ff_map.png
Other sequential cells in the stronger gray, the rest of the logic in the fainter gray.
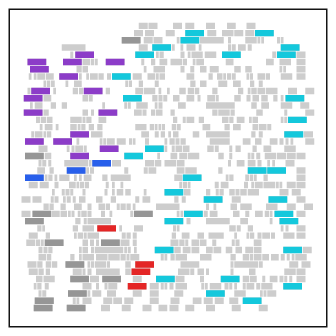
layers.png
Scale bar: 20 um.
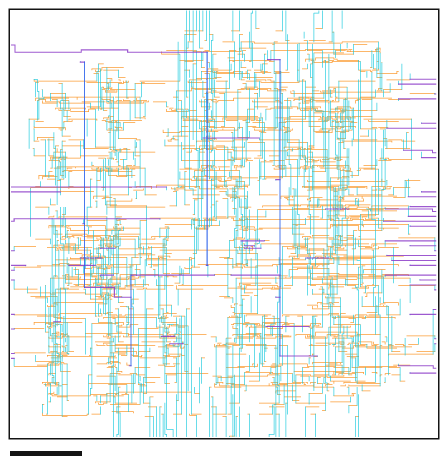
pinout.png
Pins as bars across the die edge, other pins in gray.
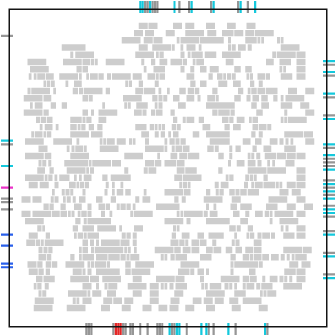
File: src/rtl/cnn_seq_pkg.sv
// Shared definitions for the CNN training-step sequencer.
// Configuration macro: BACKWARD_PASS_EN adds the backward stages and the
// once-per-batch weight update (8 engines). Without it, only the forward
// and loss stages are sequenced (4 engines).
package cnn_seq_pkg;

  localparam int STG_CONV_F = 0;
  localparam int STG_POOL_F = 1;
  localparam int STG_FC_F   = 2;
  localparam int STG_LOSS   = 3;
  localparam int STG_FC_B   = 4;
  localparam int STG_POOL_B = 5;
  localparam int STG_CONV_B = 6;
  localparam int STG_UPDATE = 7;

`ifdef BACKWARD_PASS_EN
  localparam int NSTG            = 8;
  localparam int LAST_SAMPLE_STG = STG_CONV_B;
`else
  localparam int NSTG            = 4;
  localparam int LAST_SAMPLE_STG = STG_LOSS;
`endif

  typedef enum logic [2:0] {
    S_IDLE,
    S_WAIT_SAMPLE,
    S_ISSUE,
    S_WAIT,
    S_ADVANCE,
    S_FINISH_UPD,
    S_FINISH,
    S_ERROR
  } seq_state_t;

  // One-hot engine select for a 3-bit stage index; indices beyond NSTG give 0.
  function automatic logic [NSTG-1:0] stage_onehot(input logic [2:0] stg);
    logic [NSTG-1:0] oh;
    for (int i = 0; i < NSTG; i++) begin
      oh[i] = (stg == 3'(i));
    end
    return oh;
  endfunction

endpackage

File: src/rtl/train_step_sequencer_if.sv
// Engine and sample-source handshake bundle for the training-step sequencer.
// master: the sequencer side; slave: the engines / sample source side.
interface train_step_sequencer_if #(
  parameter int LOSS_W = 32
);
  import cnn_seq_pkg::*;

  logic              sample_valid;
  logic              sample_ack;
  logic [NSTG-1:0]   stage_start;
  logic [NSTG-1:0]   stage_done;
  logic [LOSS_W-1:0] loss_in;

  modport master (
    input  sample_valid,
    input  stage_done,
    input  loss_in,
    output sample_ack,
    output stage_start
  );

  modport slave (
    output sample_valid,
    output stage_done,
    output loss_in,
    input  sample_ack,
    input  stage_start
  );

endinterface

File: src/rtl/stage_watchdog.sv
// Per-stage timeout counter. Cleared while a stage is being issued and
// counts the cycles spent waiting for that stage's done. expired is raised
// during the TIMEOUT_CYCLES-th waiting cycle, i.e. the cycle whose
// increment would bring the count to TIMEOUT_CYCLES.
module stage_watchdog #(
  parameter int TIMEOUT_CYCLES = 65535
) (
  input  logic clk,
  input  logic rst,
  input  logic clr,
  input  logic en,
  output logic expired
);

  localparam int CNT_W = (TIMEOUT_CYCLES > 1) ? $clog2(TIMEOUT_CYCLES + 1) : 1;

  logic [CNT_W-1:0] count;

  assign expired = en && (count == CNT_W'(TIMEOUT_CYCLES - 1));

  // Count waiting cycles; hold once expired so the count never wraps.
  always_ff @(posedge clk) begin
    if (rst || clr) begin
      count <= '0;
    end else if (en && !expired) begin
      count <= count + 1'b1;
    end
  end

endmodule

File: src/rtl/train_step_sequencer.sv
// Top-level scheduler for one CNN training batch: pulses each stage engine
// in order, waits for its done, accumulates the per-sample loss with
// saturation and trips to ERROR on a stage timeout or a done from the
// wrong engine.
// Configuration macro: BACKWARD_PASS_EN (backward stages per sample plus a
// single update stage issued from FINISH_UPD after the last sample).
module train_step_sequencer
  import cnn_seq_pkg::*;
#(
  parameter  int BATCH_SIZE     = 16,
  parameter  int TIMEOUT_CYCLES = 65535,
  parameter  int LOSS_W         = 32,
  localparam int IDX_W          = (BATCH_SIZE > 1) ? $clog2(BATCH_SIZE) : 1
) (
  input  logic                  clk,
  input  logic                  rst,
  input  logic                  start,
  input  logic                  abort,
  train_step_sequencer_if.master eng,
  output logic                  busy,
  output logic                  done,
  output logic                  error,
  output logic [2:0]            err_stage,
  output logic [2:0]            cur_stage,
  output logic [IDX_W-1:0]      sample_idx,
  output logic [LOSS_W-1:0]     batch_loss
);

  seq_state_t      state;
  logic [NSTG-1:0] cur_onehot;
  logic            expected_done;
  logic            spurious_done;
  logic            wd_expired;
  logic [LOSS_W:0] loss_sum;

  assign cur_onehot    = stage_onehot(cur_stage);
  assign expected_done = |(eng.stage_done & cur_onehot);
  assign spurious_done = |(eng.stage_done & ~cur_onehot);
  assign loss_sum      = {1'b0, batch_loss} + {1'b0, eng.loss_in};

  stage_watchdog #(
    .TIMEOUT_CYCLES(TIMEOUT_CYCLES)
  ) u_watchdog (
    .clk    (clk),
    .rst    (rst),
    .clr    (state == S_ISSUE),
    .en     (state == S_WAIT),
    .expired(wd_expired)
  );

  // Batch FSM; every output is registered and set on entry to the state it belongs to.
  always_ff @(posedge clk) begin
    if (rst) begin
      state           <= S_IDLE;
      busy            <= 1'b0;
      done            <= 1'b0;
      error           <= 1'b0;
      err_stage       <= '0;
      cur_stage       <= '0;
      sample_idx      <= '0;
      batch_loss      <= '0;
      eng.stage_start <= '0;
      eng.sample_ack  <= 1'b0;
    end else begin
      eng.stage_start <= '0;
      eng.sample_ack  <= 1'b0;
      done            <= 1'b0;
      if (abort && state != S_IDLE) begin
        state <= S_IDLE;
        busy  <= 1'b0;
      end else begin
        case (state)
          S_IDLE, S_ERROR: begin
            if (start) begin
              state      <= S_WAIT_SAMPLE;
              busy       <= 1'b1;
              error      <= 1'b0;
              batch_loss <= '0;
              sample_idx <= '0;
            end
          end
          S_WAIT_SAMPLE: begin
            if (eng.sample_valid) begin
              cur_stage       <= 3'(STG_CONV_F);
              eng.stage_start <= stage_onehot(3'(STG_CONV_F));
              state           <= S_ISSUE;
            end
          end
          S_ISSUE: begin
            state <= S_WAIT;
          end
          S_WAIT: begin
            if (spurious_done || (!expected_done && wd_expired)) begin
              state     <= S_ERROR;
              busy      <= 1'b0;
              error     <= 1'b1;
              err_stage <= cur_stage;
            end else if (expected_done) begin
              state <= S_ADVANCE;
              if (cur_stage == 3'(STG_LOSS)) begin
                batch_loss <= loss_sum[LOSS_W] ? {LOSS_W{1'b1}} : loss_sum[LOSS_W-1:0];
              end
              if (cur_stage == 3'(LAST_SAMPLE_STG)) begin
                eng.sample_ack <= 1'b1;
              end
            end
          end
          S_ADVANCE: begin
            if (cur_stage == 3'(LAST_SAMPLE_STG)) begin
              if (sample_idx == IDX_W'(BATCH_SIZE - 1)) begin
                sample_idx <= '0;
`ifdef BACKWARD_PASS_EN
                state      <= S_FINISH_UPD;
`else
                state      <= S_FINISH;
                done       <= 1'b1;
                busy       <= 1'b0;
`endif
              end else begin
                sample_idx <= sample_idx + 1'b1;
                state      <= S_WAIT_SAMPLE;
              end
`ifdef BACKWARD_PASS_EN
            end else if (cur_stage == 3'(STG_UPDATE)) begin
              state <= S_FINISH;
              done  <= 1'b1;
              busy  <= 1'b0;
`endif
            end else begin
              cur_stage       <= cur_stage + 3'd1;
              eng.stage_start <= stage_onehot(cur_stage + 3'd1);
              state           <= S_ISSUE;
            end
          end
`ifdef BACKWARD_PASS_EN
          S_FINISH_UPD: begin
            cur_stage       <= 3'(STG_UPDATE);
            eng.stage_start <= stage_onehot(3'(STG_UPDATE));
            state           <= S_ISSUE;
          end
`endif
          S_FINISH: begin
            state <= S_IDLE;
          end
          default: begin
            state <= S_IDLE;
          end
        endcase
      end
    end
  end

endmodule

File: src/flat_wrapper.sv
// flat-port wrapper written by rule: the top's interface ports become plain ports
module train_step_sequencer_flat import cnn_seq_pkg::*;
#(
  parameter  int BATCH_SIZE     = 16,
  parameter  int TIMEOUT_CYCLES = 65535,
  parameter  int LOSS_W         = 32,
  localparam int IDX_W          = (BATCH_SIZE > 1) ? $clog2(BATCH_SIZE) : 1
)
  (clk, rst, start, abort, busy, done, error, err_stage, cur_stage, sample_idx, batch_loss, eng_sample_valid, eng_stage_done, eng_loss_in, eng_sample_ack, eng_stage_start);
  train_step_sequencer_if #(.LOSS_W(LOSS_W)) eng_i ();
  input  logic clk;
  input  logic rst;
  input  logic start;
  input  logic abort;
  output logic busy;
  output logic done;
  output logic error;
  output logic [2:0] err_stage;
  output logic [2:0] cur_stage;
  output logic [IDX_W-1:0] sample_idx;
  output logic [LOSS_W-1:0] batch_loss;
  input wire logic [$bits(eng_i.sample_valid)-1:0] eng_sample_valid;
  input wire logic [$bits(eng_i.stage_done)-1:0] eng_stage_done;
  input wire logic [$bits(eng_i.loss_in)-1:0] eng_loss_in;
  output wire logic [$bits(eng_i.sample_ack)-1:0] eng_sample_ack;
  output wire logic [$bits(eng_i.stage_start)-1:0] eng_stage_start;
  assign eng_i.sample_valid = eng_sample_valid;
  assign eng_i.stage_done = eng_stage_done;
  assign eng_i.loss_in = eng_loss_in;
  assign eng_sample_ack = eng_i.sample_ack;
  assign eng_stage_start = eng_i.stage_start;
  train_step_sequencer #(.BATCH_SIZE(BATCH_SIZE), .TIMEOUT_CYCLES(TIMEOUT_CYCLES), .LOSS_W(LOSS_W)) u_core (.clk(clk), .rst(rst), .start(start), .abort(abort), .eng(eng_i), .busy(busy), .done(done), .error(error), .err_stage(err_stage), .cur_stage(cur_stage), .sample_idx(sample_idx), .batch_loss(batch_loss));
endmodule
File: config.mk
export PLATFORM = sky130hd
export DESIGN_NAME = train_step_sequencer_flat
export DESIGN_NICKNAME = d
export VERILOG_FILES = /design/src/rtl/cnn_seq_pkg.sv /design/src/rtl/train_step_sequencer_if.sv /design/src/rtl/stage_watchdog.sv /design/src/rtl/train_step_sequencer.sv /design/src/flat_wrapper.sv
export SDC_FILE = /design/constraint.sdc
export NUM_CORES = 1
export LEC_CHECK = 0
export CAP_MARGIN = 20
export CELL_PAD_IN_SITES_DETAIL_PLACEMENT = 0
export CELL_PAD_IN_SITES_GLOBAL_PLACEMENT = 1
export CORE_MARGIN = 4
export CORE_UTILIZATION = 38
export CTS_CLUSTER_SIZE = 20
export DETAILED_ROUTE_END_ITERATION = 10
export PLACE_DENSITY_LB_ADDON = 0.1
export RECOVER_POWER = 100
export SLEW_MARGIN = 20
export SYNTH_ARGS = -nofsm -noshare
export SYNTH_HDL_FRONTEND = slang
export SYNTH_SLANG_ARGS = --single-unit
export TNS_END_PERCENT = 10
File: constraint.sdc
create_clock -name clk -period 4.25 [get_ports clk]
set_input_delay 0.85 -clock clk [delete_from_list [all_inputs] [get_ports clk]]
set_output_delay 0.85 -clock clk [all_outputs]
set_load 0.005 [all_outputs]
==> Changelog: implementation <==
### Physical design

* # H-tree levels at 3
* CP peak stage delay at 0.40 ns
* Num CTS Buffers at 9
* Reg2Reg Depth at 10
* Core Box Area at 0.0120 mm2
* Post-Layout Cell Count at 845
* Clk_skew at 0.00759 ns
* Post-CTS repair timing setup buffer count at 0
* Maximum clock frequency at roughly 260 MHz
* Clk root buf: clkbuf_16
* Mapped Area at 0.00467 mm2
* Global route overflow at 0
* Total GRT Usage at 17.5%
* Antenna Cells at 0
* Worst-margin pin slew at 1.29 ns
* Seq cells post-synth at around 70
* Layout cells sized above 1 at 4.87%
* Worst path required time at ~4.4 ns
* Compound Share, Synth at between 20% and 30%
* Yosys simple share at 23.6%
* DP Wirelength at between 9000 and 10000 um
* Adder share at 11.4%
* Yosys cell count at 602
* Critical Path, Cell by Cell: clkdlybuf4s50_1 -> ha_1 -> fa_1 -> a211o_1 -> a211o_1 -> a21oi_4 -> o211ai_4 -> a22oi_1 -> a31oi_1 -> a211o_1 -> a2111oi_0 -> a2111oi_1
* RD Place Congestion at around 0.85
* Vias in the first global route at 4304
* Worst setup SP type: primary input
* Post-CTS resize count at 0
* Post-synth EDFFs at 0
* RSZ-0062 raised after global routing: no
* Arrival @ worst endpoint at roughly 4.0 ns
* Outcome: finished clean
* Boundary Pins at 91
-- ff_map.png (at the start) --
- red: u_core.eng.stage_start (flops 4; where bottom middle)
- purple: u_core.u_watchdog.count (flops 16; where top left)
- cyan: u_core.batch_loss (flops 32)
- blue: u_core.state (flops 3)
- not colored: 14
final cell utilization of the core: 50.3%
register area: 0.00138 mm2

-- layers.png (at the start) --
- orange: M1 (wire length 5690 um)
- purple: M3 (wire length 548 um)
- cyan: M2 (wire length 5640 um)
- blue: M4 (wire length 229 um)
Detailed Route WL: 12100 um
via count: 4522
post-DR wirelength/cell: 14.3 um

-- pinout.png (at the start) --
- magenta: abort (pins 1; direction input; edge left)
- cyan: batch_loss (pins 32; direction output; edge 15 right, 8 top, 7 bottom, 2 left)
- blue: sample_idx (pins 4; direction output; edge left)
- red: err_stage (pins 3; direction output; edge bottom)
Die Span Y: 119 um
port buffer count: 90

==> area by class of cell <==
class | instances | area, um2 | share of cell area [%]
Multi-Input combinational cell | 500 | 3160 | 52.3
Clock inverter | 4 | 72.6 | 1.20
Inverter | 15 | 56.3 | 0.932
Sequential cell | 69 | 1380 | 22.9
Tap cell | 147 | 184 | 3.04
Timing Repair Buffer | 98 | 953 | 15.8
Clock buffer | 12 | 236 | 3.91
==> state kept, by name (all words and copies together), names as in the netlist, 3 cells and up <==
| name | flops |
|---|---|
| u_core.eng.stage_start | 4 |
| u_core.sample_idx | 4 |
| u_core.batch_loss | 32 |
| u_core.state | 3 |
| u_core.cur_stage | 3 |
| u_core.u_watchdog.count | 16 |
| u_core.err_stage | 3 |
==> Yosys cell counts, types with 8 or more instances <==
cell type / n / area share [%]
nand3_1: 11 / 1.2
a21o_1: 11 / 1.8
nand4_1: 10 / 1.3
xor2_1: 19 / 3.6
ha_1: 41 / 11
a31oi_1: 8 / 1.1
nor3_1: 10 / 1.1
nand2_1: 106 / 8.5
a21oi_1: 46 / 4.9
clkbuf_1: 13 / 1.0
xnor2_1: 21 / 3.9
o21ai_0: 51 / 5.5
nor2_1: 53 / 4.3
dfxtp_1: 69 / 30
inv_1: 15 / 1.2
nand2b_1: 9 / 1.2
==> layer usage <==
metal	up-vias	wire (um)	global-route usage (%)
li1	2351	-	-
met1	2074	5690	21.6
met2	84	5640	29.4
met3	13	547	3.61
met4	0	229	7.39
met5	-	0	0
==> metrics by stage <==
step,instance area (um2),power (W)
4_1_cts,6060,0.00187
3_5_place_dp,5750,0.00106
5_1_grt,6040,0.00194
3_3_place_gp,5750,0.00106
2_1_floorplan,4670,0.000939
6_report,6040,0.00185
Power is estimated from default activity; no workload was simulated.
